==> src/rtl/display_scheduler.sv <==
// View sequencer, decimal/hex formatter and four-digit anode scanner for the
// calculator display; feeds a purely combinational seven-segment decoder.
module display_scheduler #(
  parameter int unsigned REFRESH_DIV = 100000
) (
  input  logic       clk,
  input  logic       reset,
  input  logic [3:0] operand1,
  input  logic [3:0] operand2,
  input  logic [4:0] result,
  input  logic       result_valid,
  input  logic       next_btn,
  input  logic       mode_change,
  output logic [3:0] an,
  output logic [4:0] digit,
  output logic [1:0] view,
  output logic       hex_mode
);

  localparam int unsigned CNT_W = $clog2(REFRESH_DIV);
  localparam logic [4:0]  BLANK = 5'd16;
  localparam logic [4:0]  MINUS = 5'd17;

  typedef enum logic [1:0] {
    OP1      = 2'd0,
    OP2      = 2'd1,
    WAIT_ALU = 2'd2,
    RESULT   = 2'd3
  } state_t;

  state_t           state;
  logic             nb_prev;
  logic             mc_prev;
  logic [4:0]       res_q;
  logic [CNT_W-1:0] cnt;
  logic [1:0]       idx;

  logic             nb_rise;
  logic             mc_rise;
  logic [4:0]       d [4];
  logic [5:0]       res_ext;
  logic [5:0]       mag;
  logic [3:0]       op_v;
  logic             two_digit;

  assign nb_rise = next_btn & ~nb_prev;
  assign mc_rise = mode_change & ~mc_prev;
  assign view    = state;

  // Digit set for the current view; d[0] is the rightmost position.
  always_comb begin
    for (int i = 0; i < 4; i++) d[i] = BLANK;
    res_ext   = {res_q[4], res_q};
    mag       = res_q[4] ? (~res_ext + 6'd1) : res_ext;
    op_v      = (state == OP1) ? operand1 : operand2;
    two_digit = 1'b0;
    case (state)
      OP1, OP2: begin
        if (hex_mode || op_v < 4'd10) begin
          d[0] = {1'b0, op_v};
        end else begin
          d[1] = 5'd1;
          d[0] = {1'b0, 4'(op_v - 4'd10)};
        end
      end
      WAIT_ALU: begin
        for (int i = 0; i < 4; i++) d[i] = MINUS;
      end
      default: begin
        if (hex_mode) begin
          two_digit = mag[4];
          d[0]      = {1'b0, mag[3:0]};
        end else begin
          two_digit = (mag >= 6'd10);
          d[0]      = two_digit ? 5'(mag - 6'd10) : mag[4:0];
        end
        // |result| never exceeds 16, so any tens/sixteens digit is 1.
        if (two_digit) d[1] = 5'd1;
        if (res_q[4]) begin
          if (two_digit) d[2] = MINUS;
          else           d[1] = MINUS;
        end
      end
    endcase
  end

  always_ff @(posedge clk) begin
    if (reset) begin
      state    <= OP1;
      nb_prev  <= 1'b1;
      mc_prev  <= 1'b1;
      hex_mode <= 1'b0;
      res_q    <= 5'd0;
      cnt      <= '0;
      idx      <= 2'd0;
      an       <= 4'b1111;
      digit    <= BLANK;
    end else begin
      nb_prev <= next_btn;
      mc_prev <= mode_change;
      if (mc_rise) hex_mode <= ~hex_mode;

      case (state)
        OP1:      if (nb_rise) state <= OP2;
        OP2:      if (nb_rise) state <= WAIT_ALU;
        WAIT_ALU: begin
          if (result_valid) begin
            state <= RESULT;
            res_q <= result;
          end
        end
        RESULT:   if (nb_rise) state <= OP1;
        default:  state <= OP1;
      endcase

      // Scan runs free of view/mode changes.
      if (cnt == CNT_W'(REFRESH_DIV - 1)) begin
        cnt <= '0;
        idx <= idx + 2'd1;
      end else begin
        cnt <= cnt + CNT_W'(1);
      end
      an    <= ~(4'b0001 << idx);
      digit <= d[idx];
    end
  end

endmodule

==> config.mk <==
export PLATFORM = sky130hd
export DESIGN_NAME = display_scheduler
export DESIGN_NICKNAME = d
export VERILOG_FILES = /design/src/rtl/display_scheduler.sv
export SDC_FILE = /design/constraint.sdc
export NUM_CORES = 1
export LEC_CHECK = 0
export CAP_MARGIN = 20
export CORE_MARGIN = 2
export CORE_UTILIZATION = 30
export CTS_BUF_LIST = sky130_fd_sc_hd__clkbuf_16
export CTS_CLUSTER_DIAMETER = 200
export DETAILED_ROUTE_END_ITERATION = 10
export PLACE_DENSITY = 0.56
export SYNTH_ARGS = -nofsm -noshare
export SYNTH_HDL_FRONTEND = slang
export SYNTH_SLANG_ARGS = --single-unit
==> constraint.sdc <==
create_clock -name clk -period 2.2 [get_ports clk]
set_input_delay 0.33 -clock clk [delete_from_list [all_inputs] [get_ports clk]]
set_output_delay 0.33 -clock clk [all_outputs]
set_load 0.02 [all_outputs]
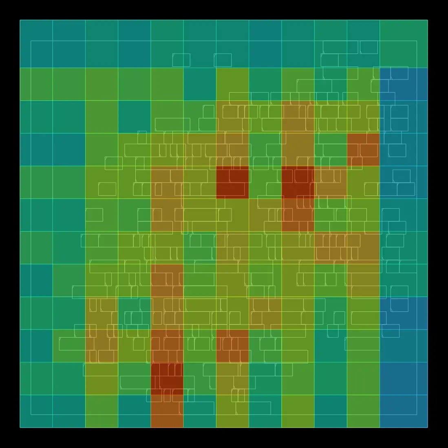
**Above:** routing congestion map.
total track usage: 11.9%
Wirelength per Cell: 12.0 µm
met3 track demand over resource: 3.75%
met2 Usage GRT: 18.0%
busiest grt layer: met2

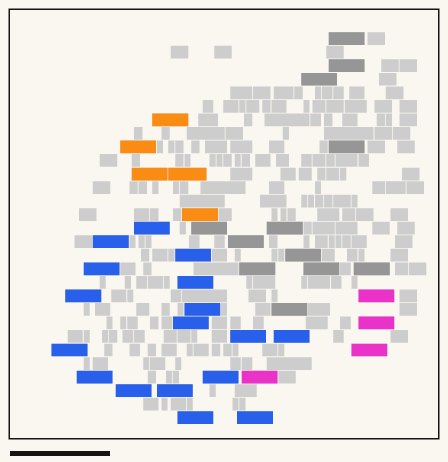
**Above:** register map, names as in the netlist.
Scale bar: 20 µm.
Key: magenta = an [placed flops 4, where lower right]; orange = res_q [placed flops 5]; blue = cnt [placed flops 17]

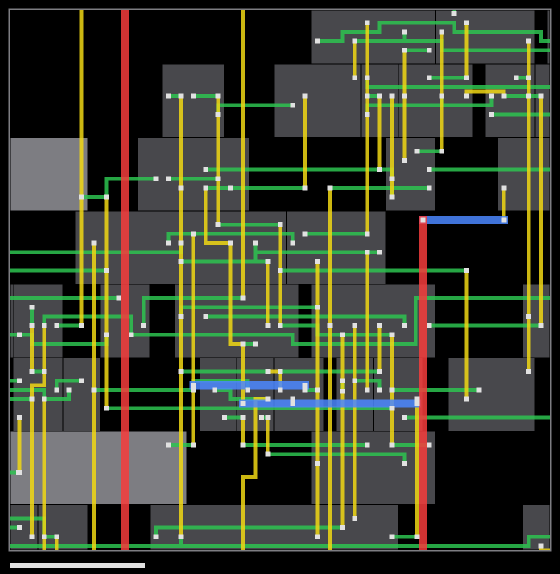
**Above:** close-up of the layout.
Scale bar: 5 µm. Region (33, 50) to (53, 70) µm. Cells in grey, sequential cells in the stronger grey; small squares are vias.
Key: red = M4; blue = M3; green = M1; yellow = M2
28 logic cells have their middle in the window. Most frequent: nor3_1 (3), nand2_1 (3). Netlist names of flops here include res_q (1). Sequential cells in the window: 1.

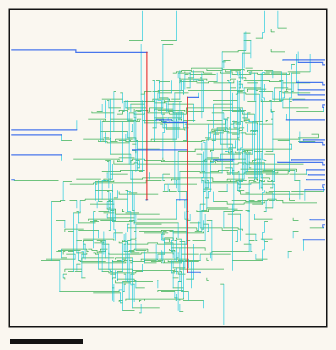
**Above:** metal layers overlaid.
Scale bar: 20 µm.
Key: cyan = M2 [wire length 1740 µm]; blue = M3 [wire length 253 µm]; red = M4 [wire length 87.7 µm]; green = M1 [wire length 2040 µm]

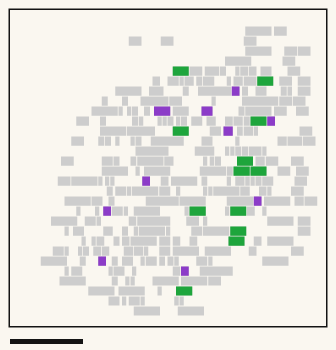
**Above:** selected gate families.
Scale bar: 20 µm.
Key: green = fa/ha/maj cells [cells 12]; purple = and/or cells [cells 10]

[cells in the final DEF (no fill, tap or decap), drive strengths merged, types with 5 or more instances in the layout]
cell type / instances
nor4: 5
ha: 12
mux2i: 8
buf: 9
clkdlybuf4s50: 29
dfxtp: 38
nor2: 29
a21oi: 12
nand3: 13
nand2: 20
nand2b: 6
xor2: 8
xnor2: 13
nor3: 7
inv: 11
clkbuf: 5
[flip-flops by register name (all words and copies together) (netlist names), 2 cells and up]
name   count
digit      5
cnt       17
res_q      5
an         4
idx        2
view       2
[metal layers]
layer	routed length [µm]	GRT usage, %	share of wire (%)	vias to the layer above
met2	1740	18.0	42	36
met3	253	3.75	6.1	6
met4	87	5.63	2.1	0
met5	0	0	0	-
li1	-	-	-	862
met1	2040	15.3	50	746
[what timing repair did]
action	in CTS	in global routing
hold endpoints to repair	0	0
hold buffers	0	0
endpoints found under the setup margin	0	2
setup buffers	0	0
gates resized	0	1
[logic make-up after synthesis]
family                     Yosys count  share of synthesized area [%]
AOI/OAI and AO/OA                   29                           11.0
xor gates and xnor gates            21                           9.12
adders and majority gates           12                           7.44
buffers and inverters               19                           4.47
DFF                                 38                           37.7
muxes                               10                           5.09
and+or+nand+nor                     98                           25.2
[final cells by class]
class                      count  area (µm²)
inverter                      11        41.3
fill                         650        3860
clock buffer                   5         125
multi-input combinational    170        1170
sequential                    38         762
timing repair buffer          38         358
tap                           77        96.3
clock inverter                 3        16.3
[worst max path at each step]
stage               slack, ps        to  startpoint  depth (start not counted)
finish                    210  digit[4]    res_q[1]                          7
global route                6   view[0]     view[0]                          7
CTS                       130  digit[4]    res_q[1]                          7
detailed placement        150  digit[4]    res_q[1]                          7
global placement          210  digit[4]    res_q[1]                          7
floorplan                 110  digit[0]     view[1]                          8
[power breakdown]
group | switching (mW) | leakage, nW | internal, mW
Combinational | 0.335 | 0.562 | 0.331
Clock | 0.273 | 0.0672 | 0.413
Sequential | 0.0343 | 0.310 | 0.746
[worst reg2reg max path, delay by kind of cell, from the launching register on]
| kind | cells | cell delay [ps] |
|---|---|---|
| AOI/OAI and AO/OA | 1 | 90 |
| buffers and inverters | 1 | 60 |
| adders and majority gates | 1 | 350 |
| and+or+nand+nor | 4 | 1050 |
| DFF | 1 | 380 |
[stage by stage]
step / cells / hold slack (ps) / worst slack, ps / cell area (µm²)
floorplan: 227 / 426 / 110 / 2020
global placement: 334 / 439 / 205 / 2420
detailed placement: 334 / 451 / 146 / 2420
CTS: 342 / 465 / 129 / 2560
global route: 342 / 492 / 6.26 / 2560
finish: 342 / 457 / 206 / 2560
==> out/qor.txt <==
Post-synthesis async set-or-reset flop share -> 0%
Worst r2r path cells -> 7
First-iteration detailed-routing DRC count -> 67
Largest net degree at the start of global routing -> 22
WP data required -> 2400 ps
Layout Skew -> 6.29 ps
Vias per cell -> 4.82
CP top delay family -> simple AND/OR/NAND/NOR gates
Cell Type Count -> 42
Routed vias -> 1650
Core area -> 6420 µm²
Critical R2R Launch -> res_q[1]
Register area share after synthesis -> 37.7%
CP Launch Type -> flop
Hold EP -> cnt[0]
Die Ht -> 86.0 µm
CTS root buf -> clkbuf_16
Routed wire length -> 4120 µm
CP Max Fanout -> 5
Final Cycle Share -> 90.6%
Port bufs -> 29
Layout cells sized above 1 -> 11.3%
Post-layout min period -> 1990 ps
Outcome -> completed
Ys cells -> 227
Initial core utilization -> 31.4%
Setup violations, final -> 0
Post-Syn Area per Cell -> 8.89 µm²
Reg2reg setup slack -> 210 ps
Clk pin slew, worst setup/hold paths -> 60 ps
IO Count -> 30
Synthesized registers -> 38
Cell count after synthesis -> 227
FF-to-FF End -> digit[4]
Kind of critical path -> flop to flop
CP Capture Type -> flop
Mapped Area -> 2020 µm²
# clock sinks -> 38
Clk latency late pin -> 280 ps
Area leader share -> 37.7%
CTS tree -> done
Cell taking the most area after synthesis -> dfxtp_1
Finished Core Util -> 39.9%
Die area -> 7400 µm²
Slowest cell on the critical path -> or4_1
Crit path buf inv count -> 1
HPWL reported at the end of detailed placement -> 3060 µm
Routability cong. -> 0.785
H-tree depth -> 2
Slew headroom -> 71.2%
First-pass GRT wire length -> 7020 µm
Top_reg_cell synth -> dfxtp_1
P_leak -> 0.940 nW
Row cnt -> 29
Hold Crit Depth -> 1
Synth top cell by count -> dfxtp_1
Max Slew Vio Count -> 0
RSZ-0062 raised after global routing -> false
PwrDens -> 831 nW/µm²
Count of tool warnings -> 32
Worst Tran Pin Value -> 428 ps
Die width -> 86.0 µm
WP data arrival -> 2190 ps
Max-cap viol count -> 0
Total gr overflow -> 0
Tot Pwr -> 2.13 mW
DR DRC count -> 0
Post-DRT Antenna Nets -> 0
Yosys warning count -> 0
Largest cells by area after synthesis -> dfxtp_1, ha_1, xnor2_1, nor2_1, mux2i_1
First-pass DRT Iterations -> 4
Worst vdd ir -> 0.280 mV
Setup TNS Final -> 0 ps
# diodes -> 0
Layout area overhead -> 27.2%
Post-synth top cells -> dfxtp_1, nor2_1, nand2_1, nand3_1, xnor2_1
F_max -> 0.502 GHz
Hold Startpoint -> cnt[0]
CTS buffer count -> 5
Highest cell delay on the worst timing path -> 470 ps
Final hold viol count -> 0
Worst-path cell chain -> inv_1 > ha_1 > nor4bb_4 > nor4_2 > and2_4 > or4_1 > o211ai_1
HP Class -> flop to flop
Clk buf depth -> 2
Yosys synthesis chip area -> 2020 µm²
Final net count -> 294
Power and IR drop assume default switching activity.
